## src/rtl/if_id_pipe.sv

```systemverilog
// IF/ID pipeline register with valid/ready handshake, flush and synchronous reset.
// Optional skid entry (second slot, registered in_ready) enabled by defining IF_ID_SKID_EN.
module if_id_pipe #(
    parameter int                   INSTR_W  = 8,
    parameter int                   PC_W     = 8,
    parameter logic [INSTR_W-1:0]   NOP_CODE = '0
) (
    input  logic               clk,
    input  logic               rst,
    input  logic               flush,
    input  logic               in_valid,
    output logic               in_ready,
    input  logic [INSTR_W-1:0] in_instr,
    input  logic [PC_W-1:0]    in_pc,
    output logic               out_valid,
    input  logic               out_ready,
    output logic [INSTR_W-1:0] out_instr,
    output logic [PC_W-1:0]    out_pc,
    output logic [1:0]         occupancy
);

`ifdef IF_ID_SKID_EN
    typedef enum logic [1:0] {S_EMPTY = 2'd0, S_FULL = 2'd1, S_SKID = 2'd2} state_t;
`else
    typedef enum logic [1:0] {S_EMPTY = 2'd0, S_FULL = 2'd1} state_t;
`endif

    state_t               r_state;
    logic                 r_out_valid;
    logic [1:0]           r_occupancy;
    logic [INSTR_W-1:0]   r_head_instr;
    logic [PC_W-1:0]      r_head_pc;

    state_t               w_nxt_state;
    logic [INSTR_W-1:0]   w_nxt_head_instr;
    logic [PC_W-1:0]      w_nxt_head_pc;
    logic                 w_accept;
    logic                 w_consume;

`ifdef IF_ID_SKID_EN
    logic [INSTR_W-1:0]   r_skid_instr;
    logic [PC_W-1:0]      r_skid_pc;
    logic [INSTR_W-1:0]   w_nxt_skid_instr;
    logic [PC_W-1:0]      w_nxt_skid_pc;

    // Ready depends only on registered state, breaking the out_ready -> in_ready path.
    assign in_ready = !rst && (r_state != S_SKID);
`else
    assign in_ready = !rst && (!r_out_valid || out_ready);
`endif

    assign w_accept  = in_valid && in_ready;
    assign w_consume = r_out_valid && out_ready;

    assign out_valid = r_out_valid;
    assign out_instr = r_head_instr;
    assign out_pc    = r_head_pc;
    assign occupancy = r_occupancy;

    always_comb begin
        w_nxt_state      = r_state;
        w_nxt_head_instr = r_head_instr;
        w_nxt_head_pc    = r_head_pc;
`ifdef IF_ID_SKID_EN
        w_nxt_skid_instr = r_skid_instr;
        w_nxt_skid_pc    = r_skid_pc;
`endif
        case (r_state)
            S_EMPTY: begin
                if (w_accept) begin
                    w_nxt_state      = S_FULL;
                    w_nxt_head_instr = in_instr;
                    w_nxt_head_pc    = in_pc;
                end
            end
            S_FULL: begin
                if (w_accept && w_consume) begin
                    w_nxt_head_instr = in_instr;
                    w_nxt_head_pc    = in_pc;
                end else if (w_consume) begin
                    // Head register parks at NOP so outputs need no gating.
                    w_nxt_state      = S_EMPTY;
                    w_nxt_head_instr = NOP_CODE;
                    w_nxt_head_pc    = '0;
                end
`ifdef IF_ID_SKID_EN
                else if (w_accept) begin
                    w_nxt_state      = S_SKID;
                    w_nxt_skid_instr = in_instr;
                    w_nxt_skid_pc    = in_pc;
                end
`endif
            end
`ifdef IF_ID_SKID_EN
            S_SKID: begin
                if (w_consume) begin
                    w_nxt_state      = S_FULL;
                    w_nxt_head_instr = r_skid_instr;
                    w_nxt_head_pc    = r_skid_pc;
                    w_nxt_skid_instr = '0;
                    w_nxt_skid_pc    = '0;
                end
            end
`endif
            default: begin
                w_nxt_state      = S_EMPTY;
                w_nxt_head_instr = NOP_CODE;
                w_nxt_head_pc    = '0;
            end
        endcase

        if (flush) begin
            w_nxt_state      = S_EMPTY;
            w_nxt_head_instr = NOP_CODE;
            w_nxt_head_pc    = '0;
`ifdef IF_ID_SKID_EN
            w_nxt_skid_instr = '0;
            w_nxt_skid_pc    = '0;
`endif
        end
    end

    always_ff @(posedge clk) begin
        if (rst) begin
            r_state      <= S_EMPTY;
            r_out_valid  <= 1'b0;
            r_occupancy  <= 2'd0;
            r_head_instr <= NOP_CODE;
            r_head_pc    <= '0;
`ifdef IF_ID_SKID_EN
            r_skid_instr <= '0;
            r_skid_pc    <= '0;
`endif
        end else begin
            r_state      <= w_nxt_state;
            r_out_valid  <= (w_nxt_state != S_EMPTY);
            r_head_instr <= w_nxt_head_instr;
            r_head_pc    <= w_nxt_head_pc;
            case (w_nxt_state)
                S_FULL:  r_occupancy <= 2'd1;
`ifdef IF_ID_SKID_EN
                S_SKID:  r_occupancy <= 2'd2;
`endif
                default: r_occupancy <= 2'd0;
            endcase
`ifdef IF_ID_SKID_EN
            r_skid_instr <= w_nxt_skid_instr;
            r_skid_pc    <= w_nxt_skid_pc;
`endif
        end
    end

endmodule

```

## config.mk

```make
export PLATFORM = sky130hd
export DESIGN_NAME = if_id_pipe
export DESIGN_NICKNAME = d
export VERILOG_FILES = /design/src/rtl/if_id_pipe.sv
export SDC_FILE = /design/constraint.sdc
export NUM_CORES = 1
export LEC_CHECK = 0
export ABC_AREA = 1
export CORE_MARGIN = 5
export CORE_UTILIZATION = 39
export CTS_CLUSTER_DIAMETER = 80
export DETAILED_ROUTE_END_ITERATION = 10
export HOLD_SLACK_MARGIN = 0.06
export PLACE_DENSITY = 0.78
export REMOVE_ABC_BUFFERS = 1
export SKIP_LAST_GASP = 1
export SLEW_MARGIN = 15
export SYNTH_ARGS = -nofsm -noshare
export SYNTH_HDL_FRONTEND = slang
export SYNTH_SLANG_ARGS = --single-unit
```

## constraint.sdc

```tcl
create_clock -name clk -period 1.3 [get_ports clk]
set_input_delay 0.39 -clock clk [delete_from_list [all_inputs] [get_ports clk]]
set_output_delay 0.39 -clock clk [all_outputs]
set_load 0.01 [all_outputs]
```

==> notes.md <==
flow finished, numbers: placed cell area 1320 sq um, CTS Sinks 20, reg2reg start out_valid$_SDFF_PP0_, Critical R2R Capture out_pc[5]$_SDFFE_PP0P_, fraction of area in registers 31.4%, GR peak layer met2, Clk. pwr 265 uW, Critical Path Start Type register, Final #Nets 169, Fillers 210, Setup CP Type reg -> out, first-pass detailed-route iteration total 3, GR Util met1 15.5%, Post-Syn Instances 101, first-pass GRT wire length 3.48 mm, IO Port Bufs 39, register area 404 sq um, most instantiated logic cell after routing clkdlybuf4s50_1, Worst-path clk slew 0.10 ns, Total GRT Usage 13.3%, # Max-Cap Violations 0, antenna violations before repair 0, AND-OR/OR-AND Cells, Area Fraction 13.3%, # rows 17, vias per std cell 4.70, Wirelength per Cell 12.0 microns, Final Wtd Congestion 0.693, M1 wire length 858 microns, sequential power share 58.8%, ClkCell Share 1.75%, Top logic family simple AND/OR/NAND/NOR gates, Commonest cells post-synth dfxtp_1 (20), nand3_1 (14), nand2_1 (12), Int Pwr 822 uW, Achievable Freq 773 MHz, Final Core Density 59.3%, switch share 23.0%, HP Class reg -> reg, core box area 2170 sq um, final hold violations 0, CP Cell Sequence nand2_2 -> nand2_1 -> inv_1 -> buf_2, Yosys top cell by area dfxtp_1, seq pwr 627 uW, vias in the first global route 824, ys cells 101, WP data arrival 0.90 ns, area grow syn2layout 49.0%, Post-CTS Hold Buffers 0, Core Util at FP 39.8%, Synth Area in Simple Gates 29.6%, outcome finished, final reports clean, total setup buffers inserted after CTS 0, ys async rst share 0%, Finished Cell Area 1290 sq um, Area leader share 46.4%, most frequent cell after synthesis dfxtp_1, n_diodes 0, Worst Reg-to-Reg Cells 8, Top Layer Used met4, WHS Path Cells 2, tapcell count 28, Hold Worst Slack 0.467 ns, Mean Syn Cell Area 8.55 sq um, LEAKAGE 0.523 nW, Slowest cell on crit path dfxtp_2, Setup Skew 0.00332 ns, Worst EP required 0.91 ns, Detail Placement HPWL 1.62 mm, CTS buffer count 3, crit end category output pin, setup_tns 0 ns, clock latency on the worst-skew pair 0.28 ns, final slew viol count 0, min-delay src out_pc[2]$_SDFFE_PP0P_, Final Cycle Share 99.5%, Final Power 1.07 mW, placed cell count 171, Root Driver clkbuf_4, gr ovfl total 0, end of the worst hold path out_pc[2]$_SDFFE_PP0P_, Antenna Nets Post-Route 0, worst-path fanout max 3, clock power share 24.8%, pre-CTS setup slack -0.700 ns, Net Sw Power 245 uW, Crit path depth 4, RSZ-0062 raised after global routing yes, DRC 0, starting DRC count in detailed routing 21, Biggest Area Class sequential cells, CTS max path bufs 2, PnR worst setup slack 0.00664 ns, YS chip area 863 sq um, I/O pin cnt 41, Non-CTS buffers 46, area of the mapped netlist 863 sq um, Synth Seq Share 46.4%, Comb area share 30.1%, non-clk buf share 30.7%, Inverters 11
m1.png
The bar under the picture is 20 microns long.
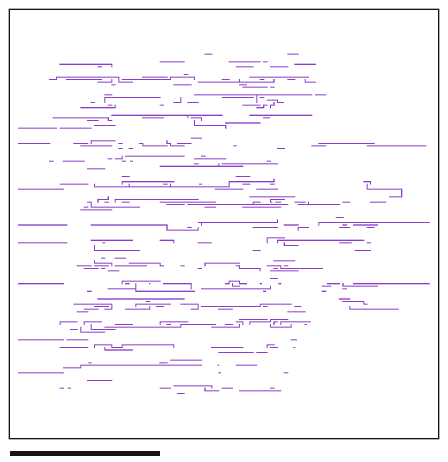
share of all routed wire: 41%
nets with wire on the layer: 147
main direction: horizontal
wire length on this layer: 859 microns

m2.png
The bar under the picture is 20 microns long.
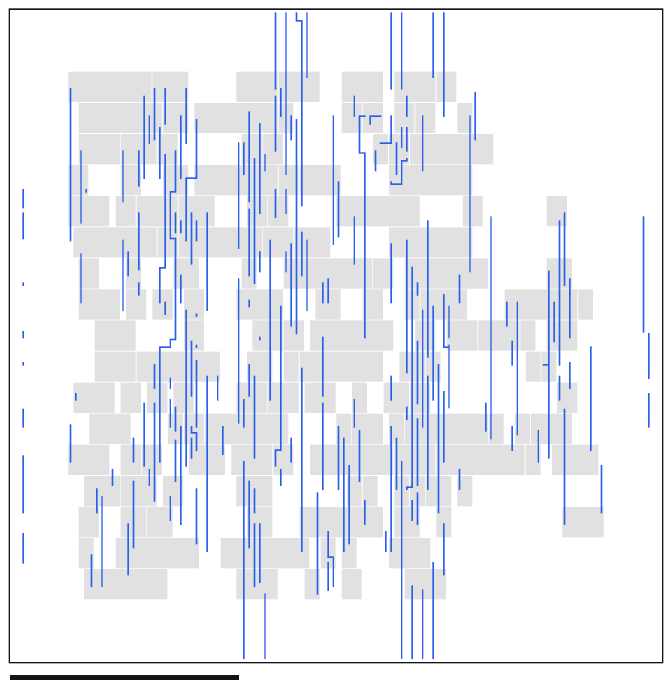
share of all routed wire: 50%
main direction: vertical
wire length on this layer: 1040 microns
longest straight run: 19.4 microns
Post-Route WL: 2.09 mm
via count: 818
GR Layer Usage met2: 22.5%

m3.png
The bar under the picture is 20 microns long.
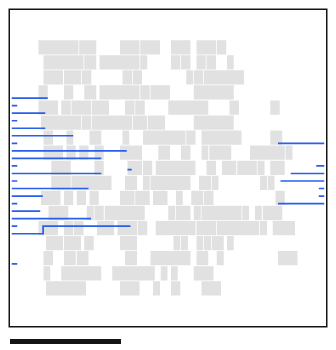
share of all routed wire: 8.6%
longest straight run: 20.5 microns
GRT met3 Usage: 4.98%

Power and IR drop assume default switching activity.
